[src/rtl/bitonic_16_topk_drain.sv]
// Top-K drain stage for the 16-input bitonic sorter: takes a sorted vector plus K and
// streams the K largest elements, largest first, using an active slot and a pending slot.
module bitonic_16_topk_drain #(
  parameter int DATAWIDTH  = 8,
  parameter int DATALENGTH = 16,
  parameter int KW         = 5
) (
  input  logic                 clk_i,
  input  logic                 rstn_i,
  input  logic                 valid_i,
  output logic                 ready_o,
  input  logic                 sign_ctrl_i,
  input  logic [KW-1:0]        k_i,
  input  logic [DATAWIDTH-1:0] x_i [DATALENGTH-1:0],
  output logic                 valid_o,
  input  logic                 ready_i,
  output logic [DATAWIDTH-1:0] y_o,
  output logic [KW-1:0]        rank_o,
  output logic                 last_o,
  output logic                 busy_o
);

  localparam int IDXW = $clog2(DATALENGTH);
  localparam logic [KW-1:0] K_MAX = KW'(DATALENGTH);
  localparam logic [0:0] S_IDLE  = 1'b0;
  localparam logic [0:0] S_DRAIN = 1'b1;

  logic [0:0]           state_q, state_d;
  logic [KW-1:0]        rank_q, rank_d;
  logic [KW-1:0]        act_k_q, act_k_d;
  logic                 act_sign_q, act_sign_d;
  logic [DATAWIDTH-1:0] act_x_q [DATALENGTH-1:0];
  logic [DATAWIDTH-1:0] act_x_d [DATALENGTH-1:0];
  logic                 pend_full_q, pend_full_d;
  logic [KW-1:0]        pend_k_q, pend_k_d;
  logic                 pend_sign_q, pend_sign_d;
  logic [DATAWIDTH-1:0] pend_x_q [DATALENGTH-1:0];
  logic [DATAWIDTH-1:0] pend_x_d [DATALENGTH-1:0];

  logic          accept, load_new, fire, last_beat, act_free;
  logic [KW-1:0] k_eff;
  logic [IDXW-1:0] idx, sel_idx;

  assign ready_o   = rstn_i & ~pend_full_q;
  assign valid_o   = (state_q == S_DRAIN);
  assign last_beat = valid_o && (rank_q == act_k_q - KW'(1));
  assign last_o    = last_beat;
  assign busy_o    = valid_o | pend_full_q;

  assign idx     = rank_q[IDXW-1:0];
  assign sel_idx = act_sign_q ? idx : IDXW'(DATALENGTH - 1) - idx;
  // Outputs are forced to zero when idle so the unreset data arrays never leak out.
  assign y_o    = valid_o ? act_x_q[sel_idx] : '0;
  assign rank_o = valid_o ? rank_q : '0;

  assign k_eff    = (k_i > K_MAX) ? K_MAX : k_i;
  assign accept   = valid_i && ready_o;
  assign load_new = accept && (k_eff != '0);
  assign fire     = valid_o && ready_i;
  assign act_free = (state_q == S_IDLE) || (fire && last_beat);

  always_comb begin
    state_d     = state_q;
    rank_d      = rank_q;
    act_k_d     = act_k_q;
    act_sign_d  = act_sign_q;
    act_x_d     = act_x_q;
    pend_full_d = pend_full_q;
    pend_k_d    = pend_k_q;
    pend_sign_d = pend_sign_q;
    pend_x_d    = pend_x_q;

    if (act_free) begin
      if (pend_full_q) begin
        // Pending promotes to active; a simultaneous new vector takes its place.
        state_d     = S_DRAIN;
        rank_d      = '0;
        act_k_d     = pend_k_q;
        act_sign_d  = pend_sign_q;
        act_x_d     = pend_x_q;
        pend_full_d = load_new;
        if (load_new) begin
          pend_k_d    = k_eff;
          pend_sign_d = sign_ctrl_i;
          pend_x_d    = x_i;
        end
      end else if (load_new) begin
        state_d    = S_DRAIN;
        rank_d     = '0;
        act_k_d    = k_eff;
        act_sign_d = sign_ctrl_i;
        act_x_d    = x_i;
      end else begin
        state_d = S_IDLE;
        rank_d  = '0;
      end
    end else begin
      if (fire) rank_d = rank_q + KW'(1);
      if (load_new) begin
        pend_full_d = 1'b1;
        pend_k_d    = k_eff;
        pend_sign_d = sign_ctrl_i;
        pend_x_d    = x_i;
      end
    end
  end

  // NOTE: control state is reset; the data arrays are not, since they are only
  // observed once a slot is marked occupied and resetting them costs a mux per bit.
  always_ff @(posedge clk_i) begin
    if (!rstn_i) begin
      state_q     <= S_IDLE;
      rank_q      <= '0;
      act_k_q     <= '0;
      act_sign_q  <= 1'b0;
      pend_full_q <= 1'b0;
      pend_k_q    <= '0;
      pend_sign_q <= 1'b0;
    end else begin
      state_q     <= state_d;
      rank_q      <= rank_d;
      act_k_q     <= act_k_d;
      act_sign_q  <= act_sign_d;
      pend_full_q <= pend_full_d;
      pend_k_q    <= pend_k_d;
      pend_sign_q <= pend_sign_d;
    end
  end

  always_ff @(posedge clk_i) begin
    act_x_q  <= act_x_d;
    pend_x_q <= pend_x_d;
  end

endmodule

[config.mk]
export PLATFORM = sky130hd
export DESIGN_NAME = bitonic_16_topk_drain
export DESIGN_NICKNAME = d
export VERILOG_FILES = /design/src/rtl/bitonic_16_topk_drain.sv
export SDC_FILE = /design/constraint.sdc
export NUM_CORES = 1
export LEC_CHECK = 0
export ABC_AREA = 1
export CORE_MARGIN = 3
export CORE_UTILIZATION = 28
export CTS_BUF_LIST = sky130_fd_sc_hd__clkbuf_16
export CTS_CLUSTER_DIAMETER = 150
export DETAILED_ROUTE_END_ITERATION = 10
export GPL_TIMING_DRIVEN = 0
export PLACE_DENSITY_LB_ADDON = 0.1
export SKIP_CTS_REPAIR_TIMING = 1
export SLEW_MARGIN = 20
export SYNTH_ARGS = -nofsm -noshare
export SYNTH_HDL_FRONTEND = slang
export SYNTH_SLANG_ARGS = --single-unit
[constraint.sdc]
create_clock -name clk_i -period 6.9 [get_ports clk_i]
set_input_delay 1.38 -clock clk_i [delete_from_list [all_inputs] [get_ports clk_i]]
set_output_delay 1.38 -clock clk_i [all_outputs]
set_load 0.1 [all_outputs]
layers.png
Bar = 50 um. Two of the layers only.
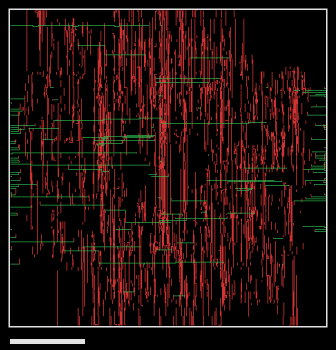
colour	layer	wire length
green	M3	1,890 um
red	M2	15,100 um
Routed Wire Length: 32.91 mm
total number of vias: 8,265

class_map.png
Bar = 50 um. Fill, decap, tap and diode cells in grey.
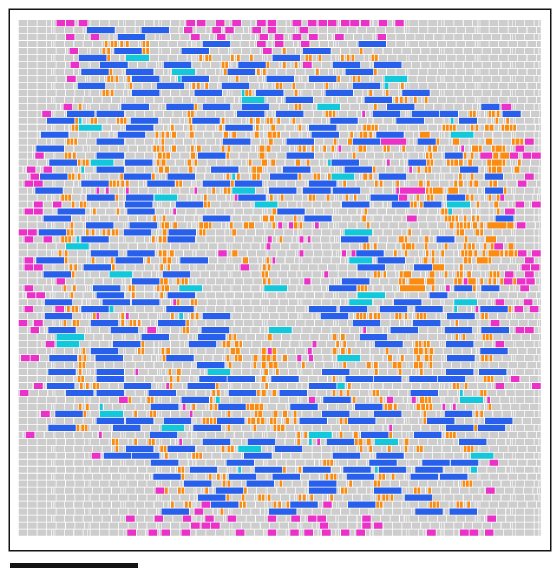
colour	class	cells	share of their area
blue	sequential cells	275	57%
orange	remaining logic cells	803	24%
magenta	remaining buffers and delay cells	212	13%
cyan	clock drivers and dummy loads	55	6.7%
Cell Rows: 74
fin area: 14,940 um^2
Final Util: 0.3643
area of the core region: 41,020 um^2

==> impl_table.tex <==
% Implementation results table
\begin{tabular}{lr}
\hline
Metric & Value \\
\hline
\multicolumn{2}{l}{\textbf{Outcome}} \\
Result of the run & complete, no violations \\
\multicolumn{2}{l}{\textbf{Clock tree}} \\
Depth of the CTS H-tree & 1 \\
Root buffer selected by CTS & sky130\_fd\_sc\_hd\_\_clkbuf\_16 \\
Clock-pin slew of the registers on the worst-case setup and hold paths & about 60 ps \\
Sink Count & 275 \\
Clock tree from TritonCTS & yes \\
Largest buffer count on any clock path & 3 \\
Worst-Skew Late Latency & between 500 and 600 ps \\
\multicolumn{2}{l}{\textbf{Floorplanning}} \\
Width of the die & roughly 210 um \\
Well tap count & about 530 \\
Die footprint & between 40,000 and 50,000 um\^{}2 \\
IO Pins & 155 \\
Die H & around 210 um \\
\multicolumn{2}{l}{\textbf{Global routing}} \\
Pin count of the biggest net entering global routing & $\sim$72 \\
Global-route wire length before repair & about 50 mm \\
Via count of the first global-routing pass & between 8,000 and 9,000 \\
Global route overflow & 0 \\
All-layer global routing usage & 0.1476 \\
Number of antenna violations at the first check in global routing & 0 \\
\multicolumn{2}{l}{\textbf{Finish}} \\
Layout filler cell count & approximately 4,200 \\
Layout cell share with drive strength beyond 1 & 0.06617 \\
Share of the final layout cell area in sequential cells & 0.5399 \\
Largest cell class by area & flip-flops and latches \\
Number of non-clock inverters in the layout & 36 \\
Portion of the layout cell area used by non-clock buffers & 0.1254 \\
Combinational gate area & 3223 um\^{}2 \\
Number of nets at the end of the flow & 1,463 \\
Multi-input gates & between 700 and 800 \\
Diode insertion count for antenna repair & 1 \\
Fraction of area in clock buffers and inverters & 0.06422 \\
Layout overhead on the synthesized area & 27.68\% \\
Count of clock-net buffers in the final layout & 31 \\
Multi-input gate share of the layout cell area & 0.2157 \\
Sequential standard cell area & 8068 um\^{}2 \\
Flops & roughly 280 \\
Bufs w/o clock & approximately 210 \\
\multicolumn{2}{l}{\textbf{Drt}} \\
Wirelength per Cell & roughly 18 um \\
DRC Markers & 0 \\
Mean number of vias per cell & approximately 4.4 \\
Iteration count of the initial detailed-routing pass & 5 \\
Detailed Route Iter0 Violations & 631 \\
Final antenna-violating net count & 0 \\
\multicolumn{2}{l}{\textbf{Yosys}} \\
Tally of yosys warning messages & 0 \\
Synthesized-area fraction occupied by and/or/nand/nor cells & 0.2553 \\
Yosys stat cell total & approximately 1,100 \\
Dominant cell type by area after synthesis & sky130\_fd\_sc\_hd\_\_edfxtp\_1 \\
Flip-flops with a built-in enable & around 260 \\
Post-synthesis cell type with the largest instance count & sky130\_fd\_sc\_hd\_\_nand2\_1 \\
Xor+xnor area frac & 0.005987 \\
Top cell types by occurrence after synthesis & sky130\_fd\_sc\_hd\_\_nand2\_1, sky130\_fd\_sc\_hd\_\_edfxtp\_1, sky130\_fd\_sc\_hd\_\_nand3\_1 \\
Cell area leaders & sky130\_fd\_sc\_hd\_\_edfxtp\_1, sky130\_fd\_sc\_hd\_\_nand2\_1, sky130\_fd\_sc\_hd\_\_nand3\_1, sky130\_fd\_sc\_hd\_\_dfxtp\_1, sky130\_fd\_sc\_hd\_\_inv\_1 \\
Area fraction in compound gates after synthesis & 0.01197 \\
Area of the synthesized netlist per yosys stat & 11,700 um\^{}2 \\
Top area contributor share & 0.6568 \\
Floorplan net count & roughly 1,300 \\
Most common reg cell & sky130\_fd\_sc\_hd\_\_edfxtp\_1 \\
Combined area of all synthesized cells & approximately 12,000 um\^{}2 \\
Count of different cell masters after synthesis & 32 \\
FF+latch count, synth & around 280 \\
Area fraction in mux cells & 0 \\
Cell count after synthesis & roughly 1,100 \\
Synth Area in Adders & 0.002138 \\
Prevailing logic family in the synthesized netlist & simple AND/OR/NAND/NOR gates \\
Fraction of registers with async set or reset after synthesis & 0 \\
Post-synthesis area per instance & around 10 um\^{}2 \\
\multicolumn{2}{l}{\textbf{Power and ir drop}} \\
Pwr per Cell Area & about 270 nW/um\^{}2 \\
Worst IR Drop VDD & 0.1703 mV \\
Static leakage power & approximately 0.0059 uW \\
\multicolumn{2}{l}{\textbf{Final timing}} \\
Max Clock Skew & roughly 15 ps \\
Actual slew at the worst max-slew pin & approximately 1100 ps \\
Unrepaired setup endpoints after global routing & false \\
Final tally of hold violations & 0 \\
Worst hold margin & slightly above 500 ps \\
Rel. slew slack & 0.2868 \\
Max Clk Rate & approximately 0.19 GHz \\
Shortest clock period the worst path allows after layout & 5238 ps \\
Final setup fails & 0 \\
\multicolumn{2}{l}{\textbf{Critical path}} \\
Worst Path Max Fanout & 10 \\
Endpoint of the worst register-to-register path & act\_x\_q[74]\$\_DFFE\_PP\_ \\
Ordered list of cells on the worst path & inv\_1 > nand2\_1 > nand2\_2 > buf\_2 > nand2\_1 > nand3\_1 > nand3\_1 > nand3\_1 > nand2\_1 > a31oi\_1 > clkdlybuf4s50\_1 \\
Startpoint kind of the worst setup timing path & flip-flop \\
Worst R2R Path Depth & 12 \\
Critical path launch point & rank\_q[0]\$\_SDFFE\_PP0P\_ \\
Worst path required time & around 5500 ps \\
Start of the worst register-to-register path & act\_k\_q[0]\$\_SDFFE\_PN0P\_ \\
Crit path arrival time & 3860 ps \\
Critical path type & reg2out \\
Peak per-stage delay on the critical path & 1220 ps \\
Critical path capture point & y\_o[7] \\
Cell with the largest stage delay on the worst path & sky130\_fd\_sc\_hd\_\_clkdlybuf4s50\_1 \\
Worst-case register-to-register setup slack & between 4000 and 5000 ps \\
\multicolumn{2}{l}{\textbf{Place}} \\
DPL Wire Length & 23.12 mm \\
Input/output buffers & 154 \\
Placement Cell Area & roughly 14,000 um\^{}2 \\
Routability-driven placement congestion ratio & around 0.8 \\
\multicolumn{2}{l}{\textbf{Hold path}} \\
Hold path startpoint & pend\_k\_q[3]\$\_SDFFE\_PN0P\_ \\
Terminating pin of the worst hold path & pend\_k\_q[3]\$\_SDFFE\_PN0P\_ \\
Hold crit path type & reg2reg \\
\multicolumn{2}{l}{\textbf{Flow run}} \\
Number of OpenROAD warnings & 26 \\
\hline
\end{tabular}
util_map.png
21 x 21 tiles, from black (low) to pale yellow (high), 0 to 100% covered.
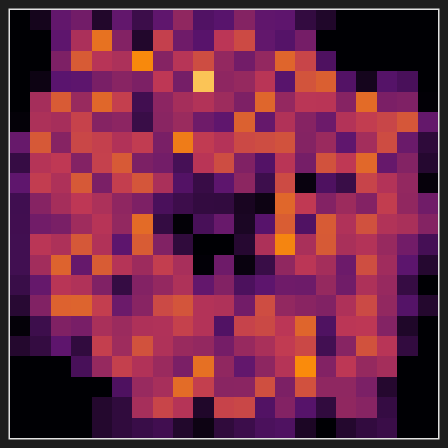
fullest tile	87%
mean over tiles	32%
nearly empty tiles	14%
tiles over 75% full	0.20%
effective utilization at floorplan: 0.2853

==> routing by layer <==
layer | global-route usage | up-vias | part of all wire
li1 | - | 4154 | -
met1 | 0.2091 | 3894 | 0.47
met2 | 0.2367 | 177 | 0.46
met3 | 0.02768 | 40 | 0.057
met4 | 0.03487 | 0 | 0.019
met5 | 0 | - | 0
==> through the flow <==
stage	total power, uW	instances	worst slack (ps)	setup TNS [ps]
finish	3990	1878	1662	0
global route	4163	1877	1512	0
CTS	4049	1877	1664	0
detailed placement	2456	1822	1944	0
global placement	2463	1820	-353.7	-59960
floorplan	2235	1134	2046	0
==> cells in the final DEF, fill, tap and decap left out, drive strengths merged <==
cell           netlist  final
nand4                4      4
diode                0      1
bufinv               0      3
or2                  1      1
nor2                24     24
clkdlybuf4s50        0    154
xor2                 4      4
dfxtp               19     19
ha                   2      2
nand3              118    118
a31oi                8      8
a21oi               11     11
buf                 26     28
clkbuf              30     61
edfxtp             256    256
inv                 36     41
xnor2                1      1
and3                 2      2
o21ai                1      1
clkinvlp             0      1
clkinv               0     15
a22oi                4      4
nand2              587    587
==> state kept, by name, indices dropped and copies added (netlist names) <==
| name | count |
|---|---|
| pend_k_q | 5 |
| pend_sign_q | 1 |
| act_x_q | 128 |
| rank_q | 5 |
| act_sign_q | 1 |
| act_k_q | 5 |
| pend_x_q | 128 |
| pend_full_q | 1 |
| valid_o | 1 |
==> critical path, delay by kind of cell, from the launching register on <==
| family | cells | cell delay (ps) |
|---|---|---|
| AOI/OAI and AO/OA | 1 | 340 |
| buffers and inverters | 3 | 1730 |
| DFF | 1 | 390 |
| and+or+nand+nor | 7 | 840 |
==> where the power goes <==
| part | switching, uW | total (uW) | internal [uW] |
|---|---|---|---|
| sequential | 22.0 | 1930 | 1910 |
| combinational | 309 | 477 | 167 |
| clock | 660 | 1580 | 918 |
No activity file was given, so power comes from the tool's default toggle rates.
